### M1 wires

The bar under the picture is 20 µm long. Cells faint in the background.
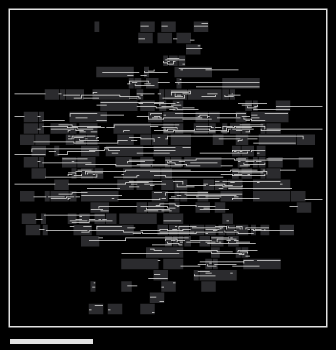
### The metal 2 layer

Cells faint in the background.
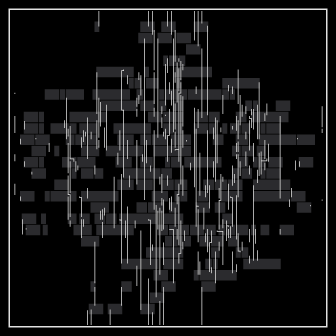
### Signal wires on met3

The bar under the picture is 20 µm long. Cells faint in the background.
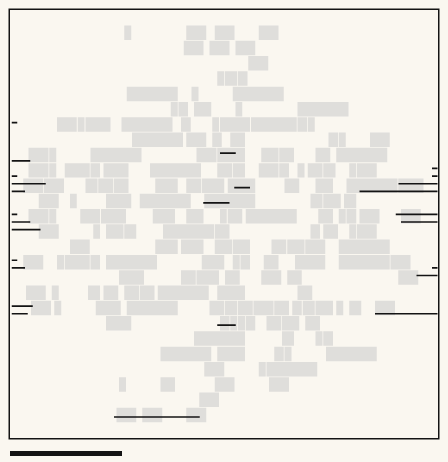
Design lfsr_gen, sky130hd; sources not shown.
==> flow_summary.toml <==
# yosys + openroad results
[outcome]
status = "finished, final reports clean"

[drt]
wl_met3_um = 106
dr_wl_met2_mm = 1.325
antenna_left = 0

[floorplan]
core.rowCount = 26

[cells_and_area]
nNonClkInverters = 19
area_growth_pct = 43.39
clock_buffers = 4
n_all_buffers = 51
final_layout_size_suffix_gt1_share_pct = 16.22
regArea_um2 = 550.5
clkCellAreaFrac_pct = 2.839

[cts]
cts_tree = "built"
cts-buffers-inserted = 3
path_clk_slew_ps = 80
cts_buffer_depth = 2
postCtsSetupBuffers = 0

[sta]
fin_crit_sh_pct = 90.86
finalMaxSlewViolations = 0
hold_viol_final = 0
whs_ps = 532.4

[yosys]
yosys_warnings = 0
ys_area_um2 = 1353
ys_seq_elements = 22
xor_area_share_pct = 4.255
ys_cells = 136

[worst_setup_path]
worstPathArrival_ps = 2480
required_ps = 2710
critPathCaptureType = "flop"
cp_max_fo = 17

[place]
port_buffers = 35

[power_and_ir_drop]
leakagePower_uw = 0.0009136
Notes on 'M1 wires' above:
main direction	horizontal
nets with wire on the layer	190
WL final: 3.153 mm
met1 usage: 17.06%
via count: 1104

Notes on 'The metal 2 layer' above:
share of all routed wire	42%
longest straight run	38.8 µm
wire length on this layer	1330 µm
met2 usage: 17.95%

Notes on 'Signal wires on met3' above:
nets with wire on the layer	23
wire length on this layer	107 µm
main direction	horizontal
share of all routed wire	3.4%
longest straight run	14.9 µm
M3 GR Usage: 1.777%

